`src/rtl/generatore_partita.sv`:
```
// Match generator for the rock-paper-scissors FSMD: LFSR-driven move pairs, round/timeout control.
// Optional MANCHE self-check comparator enabled by defining GEN_CONTROLLO_EN.
module generatore_partita #(
    parameter int unsigned MAX_MANCHE = 16
) (
    input  logic       clk,
    input  logic       rst_n,
    input  logic       AVVIA,
    input  logic [7:0] SEME,
    output logic [1:0] PRIMO,
    output logic [1:0] SECONDO,
    output logic       INIZIA,
    input  logic [1:0] MANCHE,
    input  logic [1:0] PARTITA,
    output logic       OCCUPATO,
    output logic       FINE,
    output logic [1:0] ESITO,
    output logic       TIMEOUT,
    output logic [4:0] NUM_MANCHE,
    output logic       ERRORE
);

    localparam int unsigned W_LFSR = 8;
    localparam int unsigned W_NUM  = 5;
    localparam int unsigned W_MOSSA = 2;

    typedef enum logic [1:0] {
        S_IDLE,
        S_INIT,
        S_GIOCA,
        S_VALUTA
    } stato_t;

    stato_t               r_state;
    stato_t               w_state_nxt;
    logic [W_LFSR-1:0]    r_lfsr;
    logic [W_LFSR-1:0]    w_lfsr_nxt;
    logic [W_LFSR-1:0]    w_lfsr_step;
    logic [W_MOSSA-1:0]   r_primo;
    logic [W_MOSSA-1:0]   w_primo_nxt;
    logic [W_MOSSA-1:0]   r_secondo;
    logic [W_MOSSA-1:0]   w_secondo_nxt;
    logic                 r_inizia;
    logic                 w_inizia_nxt;
    logic                 r_occupato;
    logic                 w_occupato_nxt;
    logic                 r_fine;
    logic                 w_fine_nxt;
    logic [1:0]           r_esito;
    logic [1:0]           w_esito_nxt;
    logic                 r_timeout;
    logic                 w_timeout_nxt;
    logic [W_NUM-1:0]     r_num;
    logic [W_NUM-1:0]     w_num_nxt;
    logic                 w_ultima;

    // Shift left, taps 7/5/4/3 folded into bit 0
    assign w_lfsr_step = {r_lfsr[W_LFSR-2:0], r_lfsr[7] ^ r_lfsr[5] ^ r_lfsr[4] ^ r_lfsr[3]};
    assign w_ultima    = (r_num == W_NUM'(MAX_MANCHE));

`ifdef GEN_CONTROLLO_EN
    logic r_errore;
    logic w_errore_nxt;
    logic w_discorde;

    function automatic logic [1:0] manche_attesa(input logic [1:0] p1, input logic [1:0] p2);
        if (p1 == 2'b00 || p2 == 2'b00) begin
            return 2'b00;
        end else if (p1 == p2) begin
            return 2'b11;
        end else if ((p1 == 2'b01 && p2 == 2'b11) ||
                     (p1 == 2'b10 && p2 == 2'b01) ||
                     (p1 == 2'b11 && p2 == 2'b10)) begin
            return 2'b01;
        end else begin
            return 2'b10;
        end
    endfunction

    assign w_discorde = (MANCHE != manche_attesa(r_primo, r_secondo));
`else
    logic w_unused_manche;
    assign w_unused_manche = ^MANCHE;
`endif

    // Next-state and next-output computation
    always_comb begin
        w_state_nxt    = r_state;
        w_lfsr_nxt     = r_lfsr;
        w_primo_nxt    = r_primo;
        w_secondo_nxt  = r_secondo;
        w_inizia_nxt   = 1'b0;
        w_fine_nxt     = 1'b0;
        w_occupato_nxt = r_occupato;
        w_esito_nxt    = r_esito;
        w_timeout_nxt  = r_timeout;
        w_num_nxt      = r_num;
`ifdef GEN_CONTROLLO_EN
        w_errore_nxt   = r_errore;
`endif
        if (AVVIA) begin
            w_state_nxt    = S_INIT;
            w_lfsr_nxt     = (SEME == 8'h00) ? 8'h01 : SEME;
            w_primo_nxt    = 2'b00;
            w_secondo_nxt  = 2'b00;
            w_inizia_nxt   = 1'b1;
            w_occupato_nxt = 1'b1;
            w_esito_nxt    = 2'b00;
            w_timeout_nxt  = 1'b0;
            w_num_nxt      = '0;
`ifdef GEN_CONTROLLO_EN
            w_errore_nxt   = 1'b0;
`endif
        end else begin
            case (r_state)
                S_IDLE: begin
                    w_primo_nxt    = 2'b00;
                    w_secondo_nxt  = 2'b00;
                    w_occupato_nxt = 1'b0;
                end
                S_INIT: begin
                    w_state_nxt   = S_GIOCA;
                    w_primo_nxt   = r_lfsr[1:0];
                    w_secondo_nxt = r_lfsr[3:2];
                    w_num_nxt     = r_num + W_NUM'(1);
                    w_lfsr_nxt    = w_lfsr_step;
                end
                S_GIOCA: begin
                    w_state_nxt = S_VALUTA;
                end
                S_VALUTA: begin
`ifdef GEN_CONTROLLO_EN
                    if (w_discorde) begin
                        w_errore_nxt = 1'b1;
                    end
`endif
                    // A decided match wins over the round limit
                    if (PARTITA != 2'b00) begin
                        w_state_nxt    = S_IDLE;
                        w_esito_nxt    = PARTITA;
                        w_fine_nxt     = 1'b1;
                        w_occupato_nxt = 1'b0;
                        w_primo_nxt    = 2'b00;
                        w_secondo_nxt  = 2'b00;
                    end else if (w_ultima) begin
                        w_state_nxt    = S_IDLE;
                        w_esito_nxt    = 2'b00;
                        w_timeout_nxt  = 1'b1;
                        w_fine_nxt     = 1'b1;
                        w_occupato_nxt = 1'b0;
                        w_primo_nxt    = 2'b00;
                        w_secondo_nxt  = 2'b00;
                    end else begin
                        w_state_nxt   = S_GIOCA;
                        w_primo_nxt   = r_lfsr[1:0];
                        w_secondo_nxt = r_lfsr[3:2];
                        w_num_nxt     = r_num + W_NUM'(1);
                        w_lfsr_nxt    = w_lfsr_step;
                    end
                end
                default: begin
                    w_state_nxt = S_IDLE;
                end
            endcase
        end
    end

    always_ff @(posedge clk or negedge rst_n) begin
        if (!rst_n) begin
            r_state    <= S_IDLE;
            r_lfsr     <= 8'h01;
            r_primo    <= 2'b00;
            r_secondo  <= 2'b00;
            r_inizia   <= 1'b0;
            r_occupato <= 1'b0;
            r_fine     <= 1'b0;
            r_esito    <= 2'b00;
            r_timeout  <= 1'b0;
            r_num      <= '0;
        end else begin
            r_state    <= w_state_nxt;
            r_lfsr     <= w_lfsr_nxt;
            r_primo    <= w_primo_nxt;
            r_secondo  <= w_secondo_nxt;
            r_inizia   <= w_inizia_nxt;
            r_occupato <= w_occupato_nxt;
            r_fine     <= w_fine_nxt;
            r_esito    <= w_esito_nxt;
            r_timeout  <= w_timeout_nxt;
            r_num      <= w_num_nxt;
        end
    end

`ifdef GEN_CONTROLLO_EN
    always_ff @(posedge clk or negedge rst_n) begin
        if (!rst_n) begin
            r_errore <= 1'b0;
        end else begin
            r_errore <= w_errore_nxt;
        end
    end

    assign ERRORE = r_errore;
`else
    assign ERRORE = 1'b0;
`endif

    assign PRIMO      = r_primo;
    assign SECONDO    = r_secondo;
    assign INIZIA     = r_inizia;
    assign OCCUPATO   = r_occupato;
    assign FINE       = r_fine;
    assign ESITO      = r_esito;
    assign TIMEOUT    = r_timeout;
    assign NUM_MANCHE = r_num;

endmodule

```
`config.mk`:
```
export PLATFORM = sky130hd
export DESIGN_NAME = generatore_partita
export DESIGN_NICKNAME = d
export VERILOG_FILES = /design/src/rtl/generatore_partita.sv
export SDC_FILE = /design/constraint.sdc
export NUM_CORES = 1
export LEC_CHECK = 0
export CAP_MARGIN = 20
export CELL_PAD_IN_SITES_DETAIL_PLACEMENT = 1
export CELL_PAD_IN_SITES_GLOBAL_PLACEMENT = 2
export CORE_AREA = 3 3 71 73
export CTS_CLUSTER_DIAMETER = 200
export DETAILED_ROUTE_END_ITERATION = 8
export DIE_AREA = 0 0 74 76
export PLACE_DENSITY_LB_ADDON = 0.1
export SKIP_LAST_GASP = 1
export SYNTH_ARGS = -nofsm -noshare
export SYNTH_HDL_FRONTEND = slang
export SYNTH_SLANG_ARGS = --single-unit
```
`constraint.sdc`:
```
create_clock -name clk -period 2 [get_ports clk]
set_input_delay 0.3 -clock clk [delete_from_list [all_inputs] [get_ports clk]]
set_output_delay 0.3 -clock clk [all_outputs]
set_load 0.03 [all_outputs]
```
Fig. 1: PDN straps and rails
The bar under the picture is 20 um long. Pins as bars on the die edge. Tap cells in grey.
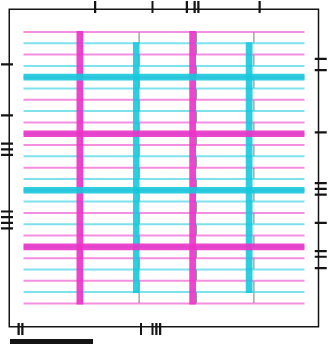
net	colour
VDD	cyan
VSS	magenta
met1 rails	25
tap cells	52
overall die width: 74 um
Core Box Area: 4410 um^2
maximum VDD drop: 0.227 mV

Fig. 2: cell classes on the final placement
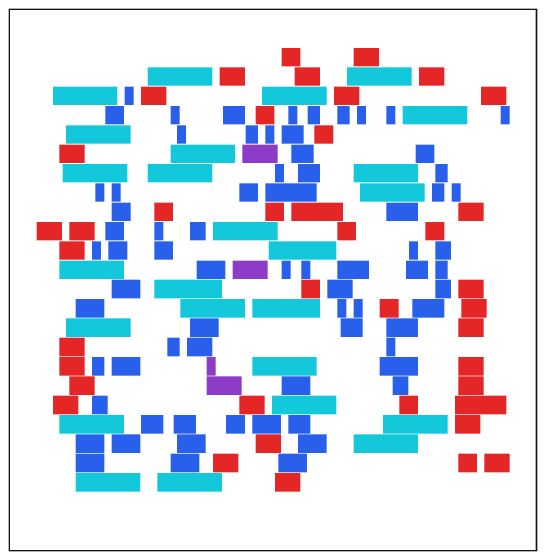
class	colour	cells	share of their area
remaining logic cells	blue	72	34%
sequential cells	cyan	25	39%
remaining buffers and delay cells	red	40	24%
clock drivers and dummy loads	purple	4	2.8%
fraction of standard cell area that is sequential: 37.5%
area of all placed cells without fillers: 1680 um^2
utilization after layout: 38.1%
std cell rows: 24

==> impl_metrics.json <==
{
  "synth.top_cells.by_area": "sky130_fd_sc_hd__dfrtp_1, sky130_fd_sc_hd__mux2_1, sky130_fd_sc_hd__mux2_2, sky130_fd_sc_hd__nor2_1, sky130_fd_sc_hd__a22oi_1",
  "holdWs_ns": 0.403,
  "postSynthNetCount": 119,
  "worst_path_dominant_cell_family": "buffers and inverters",
  "wire_length_of_the_first_global_routing_pass_mm": 4.71,
  "combinational_fraction_of_design_power_pct": 27.8,
  "power_sequential_uw": 600,
  "cts_buffer_depth": 2,
  "met1Wirelength_mm": 1.24,
  "yosys_area_um2": 1200,
  "largest_reg_flops": 8,
  "ff_to_ff_end": "NUM_MANCHE[3]$_DFFE_PN0P_",
  "critical_path_depth": 7,
  "setup_viol_count_final": 0,
  "htree_num_levels": 1,
  "clock_power_uw": 294,
  "sh_comb_area_pct": 31.5,
  "rsz0062_at_grt": "false",
  "yosys-top-cells-count": "sky130_fd_sc_hd__dfrtp_1, sky130_fd_sc_hd__nor2_1, sky130_fd_sc_hd__mux2_1, sky130_fd_sc_hd__mux2_2, sky130_fd_sc_hd__inv_1",
  "reg2reg_slack_ns": 0.15,
  "drt_first_pass_iters": 4,
  "crit_path_end_kind": "flip-flop",
  "r2r_start": "NUM_MANCHE[0]$_DFFE_PN0P_",
  "cts_tree": "yes",
  "ant_nets": 0,
  "outcome": "finished, final reports clean",
  "detail_route.vias_per_cell": 4.61,
  "critical_path.cell_chain": "clkdlybuf4s50_1 > or3b_1 > o22ai_4 > buf_12 > buf_4 > nand4_2 > mux2_4",
  "sequential_cell_total": 25,
  "synth.area.mux_share_pct": 16.0,
  "drt_drc_violations_left": 0,
  "timing.critical_path.required_ns": 2.15,
  "globalRoute.totalOverflow": 0,
  "inverters": 5,
  "post_synth.cell_area_avg_um2": 11.8,
  "hpwlAfterDp_mm": 1.98,
  "syn-cell-area_um2": 1200,
  "top_layer": "met4",
  "synth_cell_types": 38,
  "io_buffer_count": 27,
  "synth-edff-count": 0,
  "nonClkBufAreaFrac_pct": 23.4,
  "met3_length_um": 133,
  "final-clk-cell-share_pct": 2.68
}
